<file path="src/rtl/rep_sequencer.sv">
// Sequences REP string instructions into one memory beat per iteration; non-REP instructions pass straight through.
// Latency: 1 cycle from acceptance to the first beat. REP beats follow back-to-back, one per cycle.
// Backpressure: ds_stall freezes the output beat and all state. stall_up holds the register-read stage during RUN or while frozen.
module rep_sequencer #(
  parameter int ADDR_WIDTH = 32,
  parameter int CNT_WIDTH  = 32
) (
  input  logic                  clk,
  input  logic                  clr,
  input  logic                  valid_in,
  input  logic                  rep,
  input  logic [CNT_WIDTH-1:0]  rep_num,
  input  logic [1:0]            opsize,
  input  logic                  df,
  input  logic [ADDR_WIDTH-1:0] addr1_in,
  input  logic [ADDR_WIDTH-1:0] addr2_in,
  input  logic                  ds_stall,
  input  logic                  flush,
  output logic                  valid_out,
  output logic [ADDR_WIDTH-1:0] addr1_out,
  output logic [ADDR_WIDTH-1:0] addr2_out,
  output logic [CNT_WIDTH-1:0]  count_out,
  output logic                  last_out,
  output logic                  nop_out,
  output logic                  stall_up,
  output logic                  busy
);

  typedef enum logic {IDLE = 1'b0, RUN = 1'b1} state_t;

  state_t                state;
  state_t                state_nxt;
  logic [CNT_WIDTH-1:0]  cnt;
  logic [ADDR_WIDTH-1:0] ptr1;
  logic [ADDR_WIDTH-1:0] ptr2;
  logic [ADDR_WIDTH-1:0] stride;
  logic                  dir;

  logic                  load_en;
  logic [ADDR_WIDTH-1:0] in_stride;
  logic                  start_run;
  logic                  run_last;

  // Address step with natural modulo-2^ADDR_WIDTH wrap in both directions.
  function automatic logic [ADDR_WIDTH-1:0] step(input logic [ADDR_WIDTH-1:0] a,
                                                 input logic [ADDR_WIDTH-1:0] s,
                                                 input logic              d);
    return d ? (a - s) : (a + s);
  endfunction

  // The output register may be reloaded when it is empty or being consumed.
  assign load_en   = !valid_out || !ds_stall;
  assign in_stride = ADDR_WIDTH'(1) << opsize;
  // Only counts above one need the RUN state; 0 and 1 complete with a single beat.
  assign start_run = (state == IDLE) && valid_in && rep && (rep_num > CNT_WIDTH'(1));
  assign run_last  = (state == RUN) && (cnt == CNT_WIDTH'(1));

  assign busy     = (state == RUN);
  assign stall_up = (state == RUN) || !load_en;

  // State register.
  always_ff @(posedge clk or negedge clr) begin
    if (!clr) state <= IDLE;
    else      state <= state_nxt;
  end

  // Next state: flush aborts unconditionally, otherwise advance only when the output can load.
  always_comb begin
    state_nxt = state;
    if (flush) begin
      state_nxt = IDLE;
    end else if (load_en) begin
      case (state)
        IDLE:    if (start_run) state_nxt = RUN;
        RUN:     if (run_last)  state_nxt = IDLE;
        default: state_nxt = IDLE;
      endcase
    end
  end

  // Output register and iteration datapath.
  always_ff @(posedge clk or negedge clr) begin
    if (!clr) begin
      valid_out <= 1'b0;
      addr1_out <= '0;
      addr2_out <= '0;
      count_out <= '0;
      last_out  <= 1'b0;
      nop_out   <= 1'b0;
      cnt       <= '0;
      ptr1      <= '0;
      ptr2      <= '0;
      stride    <= '0;
      dir       <= 1'b0;
    end else if (flush) begin
      // Drop the beat; the remaining OR fields keep their stale contents.
      valid_out <= 1'b0;
      cnt       <= '0;
      ptr1      <= '0;
      ptr2      <= '0;
    end else if (load_en) begin
      if (state == IDLE) begin
        valid_out <= valid_in;
        if (valid_in) begin
          addr1_out <= addr1_in;
          addr2_out <= addr2_in;
          count_out <= rep ? rep_num : '0;
          last_out  <= !start_run;
          nop_out   <= rep && (rep_num == '0);
        end
        if (start_run) begin
          cnt    <= rep_num - CNT_WIDTH'(1);
          ptr1   <= step(addr1_in, in_stride, df);
          ptr2   <= step(addr2_in, in_stride, df);
          stride <= in_stride;
          dir    <= df;
        end
      end else begin
        valid_out <= 1'b1;
        addr1_out <= ptr1;
        addr2_out <= ptr2;
        count_out <= cnt;
        last_out  <= run_last;
        nop_out   <= 1'b0;
        cnt       <= cnt - CNT_WIDTH'(1);
        ptr1      <= step(ptr1, stride, dir);
        ptr2      <= step(ptr2, stride, dir);
      end
    end
  end

endmodule

</file>
<file path="config.mk">
export PLATFORM = sky130hd
export DESIGN_NAME = rep_sequencer
export DESIGN_NICKNAME = d
export VERILOG_FILES = /design/src/rtl/rep_sequencer.sv
export SDC_FILE = /design/constraint.sdc
export NUM_CORES = 1
export LEC_CHECK = 0
export CAP_MARGIN = 10
export CORE_UTILIZATION = 42
export CTS_CLUSTER_SIZE = 40
export DETAILED_ROUTE_END_ITERATION = 8
export PLACE_DENSITY = 0.66
export SYNTH_ARGS = -nofsm -noshare
export SYNTH_HDL_FRONTEND = slang
export SYNTH_SLANG_ARGS = --single-unit
</file>
<file path="constraint.sdc">
create_clock -name clk -period 5 [get_ports clk]
set_input_delay 1 -clock clk [delete_from_list [all_inputs] [get_ports clk]]
set_output_delay 1 -clock clk [all_outputs]
set_load 0.01 [all_outputs]
</file>
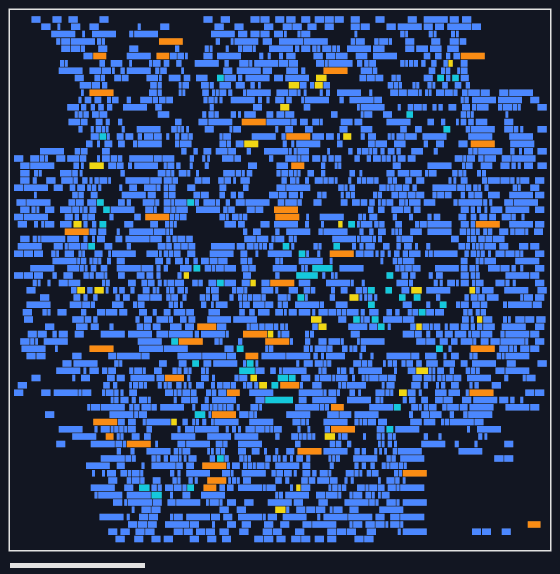
Fig. 1. Cell sizes after repair.
Scale bar: 50 µm.
Key: blue = x1 and smaller [cells 2,042, share 95%, most used nand2_1]; orange = x6 and larger [cells 40, share 1.9%, most used clkbuf_16]; yellow = x2 [cells 30, share 1.4%, most used or2_2]; cyan = x3 and x4 [cells 48, share 2.2%, most used buf_4]

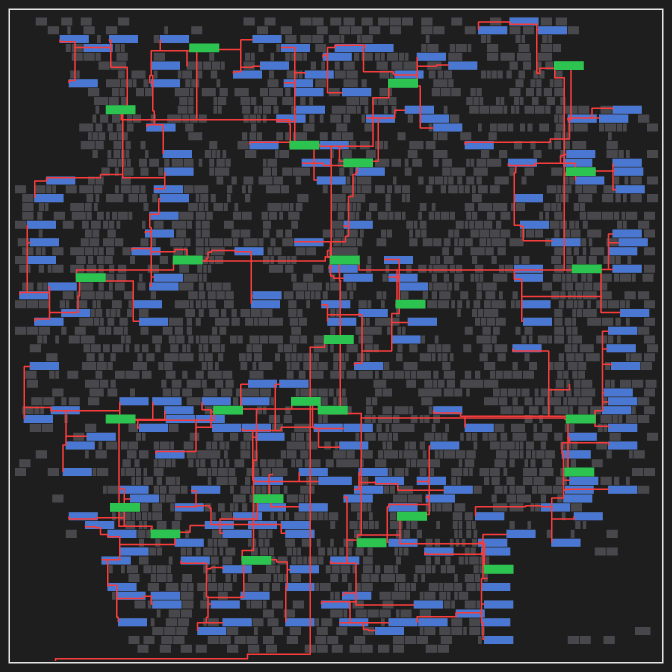
Fig. 2. Routed clock nets over the placement.
Key: green = clock-net drivers [count 26]; blue = flip-flops [count 201]; red = clock wires [length 3,250 µm]
Position of the flops: all over the die. There are 27 routed clock nets.

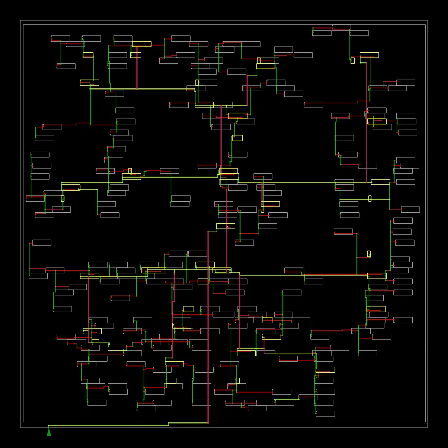
Fig. 3. Clock wiring as the flow saved it.
clock latency at the later pin of the worst-skew pair: 540 ps
total clock network power: 1840 µW

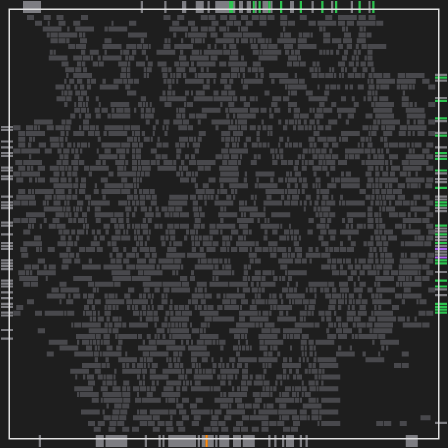
Fig. 4. Pin map.
Pins as bars across the die edge, other pins in gray.
Key: orange = valid_out [pins 1, direction output, edge south]; green = addr1_in [pins 32, direction input, edge 21 east, 11 north]; purple = opsize [pins 2, direction input, edge east]
All pins by edge: 71 south, 52 north, 48 east, 35 west.

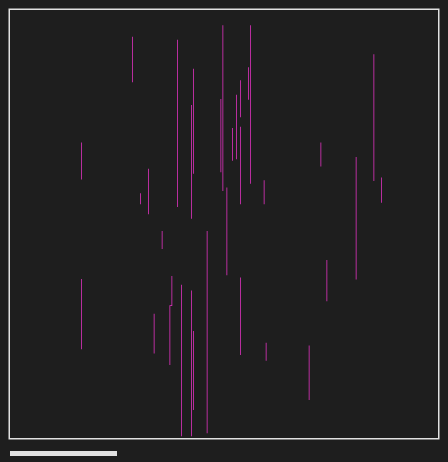
Fig. 5. M4 wires.
Scale bar: 50 µm.
The wires run mostly vertical. 24 nets have wire on it.

-- area by class of cell --
class,count,area [µm²]
repair buffers,247,2400
clock inverters,4,26.3
clock buffers,42,802
inverters,71,267
flip-flops and latches,201,5030
multi-input cells,1595,10900
fillers,3636,18800
well taps,518,648
-- where the power goes --
part / switching (µW) / internal [µW] / total [µW]
Clock: 748 / 1090 / 1840
Sequential: 319 / 1930 / 2250
Combinational: 2440 / 1920 / 4360
-- repair_timing --
item	CTS	global route
endpoints found under the setup margin	0	1
buffers inserted	0	0
gates resized	0	1
hold endpoints to repair	0	0
-- cell families (layout without fill, tap and decap cells) --
family	after synthesis	in the layout	share of synthesized area
AOI/OAI and AO/OA	665	665	0.258
xor gates and xnor gates	162	162	0.0855
adders and majority gates	140	140	0.107
buffers and inverters	173	364	0.0436
DFF	201	201	0.303
muxes	78	78	0.0482
and+or+nand+nor	550	550	0.155
-- state kept, by name, summed over array words and instances, names as in the netlist --
name,count
ptr1,32
dir,1
count_out,32
last_out,1
busy,1
ptr2,32
addr1_out,32
nop_out,1
stride,4
valid_out,1
addr2_out,32
cnt,32
-- layer usage --
layer | vias to the layer above | track usage
li1 | 7576 | -
met1 | 7528 | 0.354
met2 | 449 | 0.414
met3 | 72 | 0.0248
met4 | 0 | 0.0662
met5 | - | 0
-- stage by stage --
| stage | instance area, µm² | utilization | std cells | setup WS (ps) | hold WS, ps |
|---|---|---|---|---|---|
| 6_report | 20000 | 0.516 | 2678 | 417 | 474 |
| 5_1_grt | 20000 | 0.516 | 2678 | 97.7 | 501 |
| 4_1_cts | 20000 | 0.516 | 2678 | 529 | 483 |
| 3_5_place_dp | 19200 | 0.495 | 2632 | 15.6 | 469 |
| 3_3_place_gp | 19200 | 0.495 | 2632 | 23.0 | 460 |
| 2_1_floorplan | 16600 | - | 1969 | 548 | 472 |
-- critical path, delay by kind of cell --
| kind | cells | cell delay [ps] |
|---|---|---|
| muxes | 1 | 220 |
| and+or+nand+nor | 1 | 470 |
| AOI/OAI and AO/OA | 8 | 2040 |
| buffers and inverters | 1 | 550 |
| adders and majority gates | 2 | 730 |
-- worst max path at each step --
stage	cells after the start	from	to	slack [ps]
floorplan	13	df	ptr2[28]	550
global placement	13	opsize[0]	ptr2[28]	20
detailed placement	13	opsize[0]	ptr2[28]	20
CTS	15	stride[2]	ptr2[31]	530
global route	15	stride[2]	ptr1[28]	100
finish	13	opsize[0]	ptr2[28]	420
-- placed cells by master, fill, tap and decap left out, drive strengths merged, types with 10 or more instances in the layout --
| cell | instances |
|---|---|
| a21o | 62 |
| a21oi | 137 |
| a222oi | 33 |
| a22o | 14 |
| a22oi | 27 |
| a31oi | 19 |
| and3 | 11 |
| buf | 43 |
| clkbuf | 43 |
| clkdlybuf4s50 | 203 |
| dfrtp | 201 |
| ha | 132 |
| inv | 72 |
| mux2i | 73 |
| nand2 | 237 |
| nand2b | 12 |
| nand3 | 31 |
| nand4 | 21 |
| nor2 | 110 |
| nor2b | 21 |
| nor3 | 34 |
| nor4 | 14 |
| o21a | 18 |
| o21ai | 228 |
| o21bai | 16 |
| o221ai | 10 |
| o31ai | 17 |
| or3 | 17 |
| or4 | 12 |
| xnor2 | 96 |
| xor2 | 66 |
==> flow_summary.yaml <==
# synthesis and place-and-route metrics
routing:
  drt_iter0_drc: 1119
  drtPass1Iterations: 7
  viasPerCell: 5.83
  dr_wl_met3_um: 2330
  wl_met2_um: 23700
  wl_per_cell_um: 19.2
  drt-total-wl_um: 51300
  highest_layer: "met4"
  vias: 15625
  drc: 0
  wl_met1_um: 24100
global_routing:
  grt_pass1_vias: 15278
  grt_max_degree: 106
  track_usage: 0.252
  antenna_found_initial: 0
worst_hold_path:
  holdPathStages: 2
  hold_class: "reg2reg"
  hp-start: "addr1_out[18]"
power:
  power.total_uw: 8450
  leakage_uw: 0.00889
  powerDensity_nw_per_um2: 422
  peakVddDrop_v: 0.000259
worst_setup_path:
  reg2reg_to: "ptr2[31]"
  crit_fanout: 8
  reg2reg_depth: 15
  slowest_delay_ps: 550
  worstPathRequired_ps: 5420
  start_kind: "input pin"
  cpMaxStageDelayCell: "clkdlybuf4s50_1"
  ff2ff_setup_slack_ps: 550
  crit_arrival_ps: 5010
  crit_chain: "clkdlybuf4s50_1, or3_1, fa_1, a21oi_1, maj3_1, a21boi_0, a31oi_1, o31ai_1, a221o_1, a22oi_1, mux2i_1, a21oi_1, a221o_1"
  endpoint_kind: "register"
  path_class: "in2reg"
floorplan:
  die_w_um: 201
  die_area_um2: 40300
  rows: 72
  fp_util: 0.427
  core-area_um2: 38800
  io_pins: 206
  chipHeight_um: 201
layout:
  syn2layout_area_growth_pct: 20.8
  nets: 2383
  drive_gt1_frac: 0.0546
synthesis:
  async_reset_ff_frac: 1.00
  ys_seq_elements: 201
  netlist_top_cells_count: "nand2_1, dfrtp_1, o21ai_0, a21oi_1, ha_1"
  ys_cells: 1969
  top_area_cell: "dfrtp_1"
  yosys_warnings: 0
  synth_chip_area_um2: 16600
  ys_dominant_reg_cell: "dfrtp_1"
  avgSynthCellArea_um2: 8.42
  ys_seq_frac: 0.303
  yosysMostFrequentCell: "nand2_1"
  edf_count: 0
  yosys-top-cells-area: "dfrtp_1, ha_1, o21ai_0, nand2_1, xnor2_1"
  yosys.cell_types.count: 80
  syn-instance-count: 1969
sta:
  slew_headroom: 0.346
  finalHoldViolCount: 0
  clock_skew_ps: 24.0
  drv_slew: 0
  setup_viol: 0
  finalSetupTns_ps: 0
  fmax_mhz: 218
  post-route-period-util: 0.917
  grt_setup_unrepaired: "false"
cts:
  tritoncts: "done"
  ctsRootBufferMaster: "clkbuf_16"
  numCtsBuffers: 26
  ctsHoldBuffers: 0
  ctsLongestPathBuffers: 3
  htree_levels: 1
  clk_pin_slew_ps: 50
status:
  status: "finished, final reports clean"
run:
  drv_cap: 0
  warnings: 40
placement:
  routabilityCongestion: 0.949
  port_buffers: 205
No activity file was given, so power comes from the tool's default toggle rates.
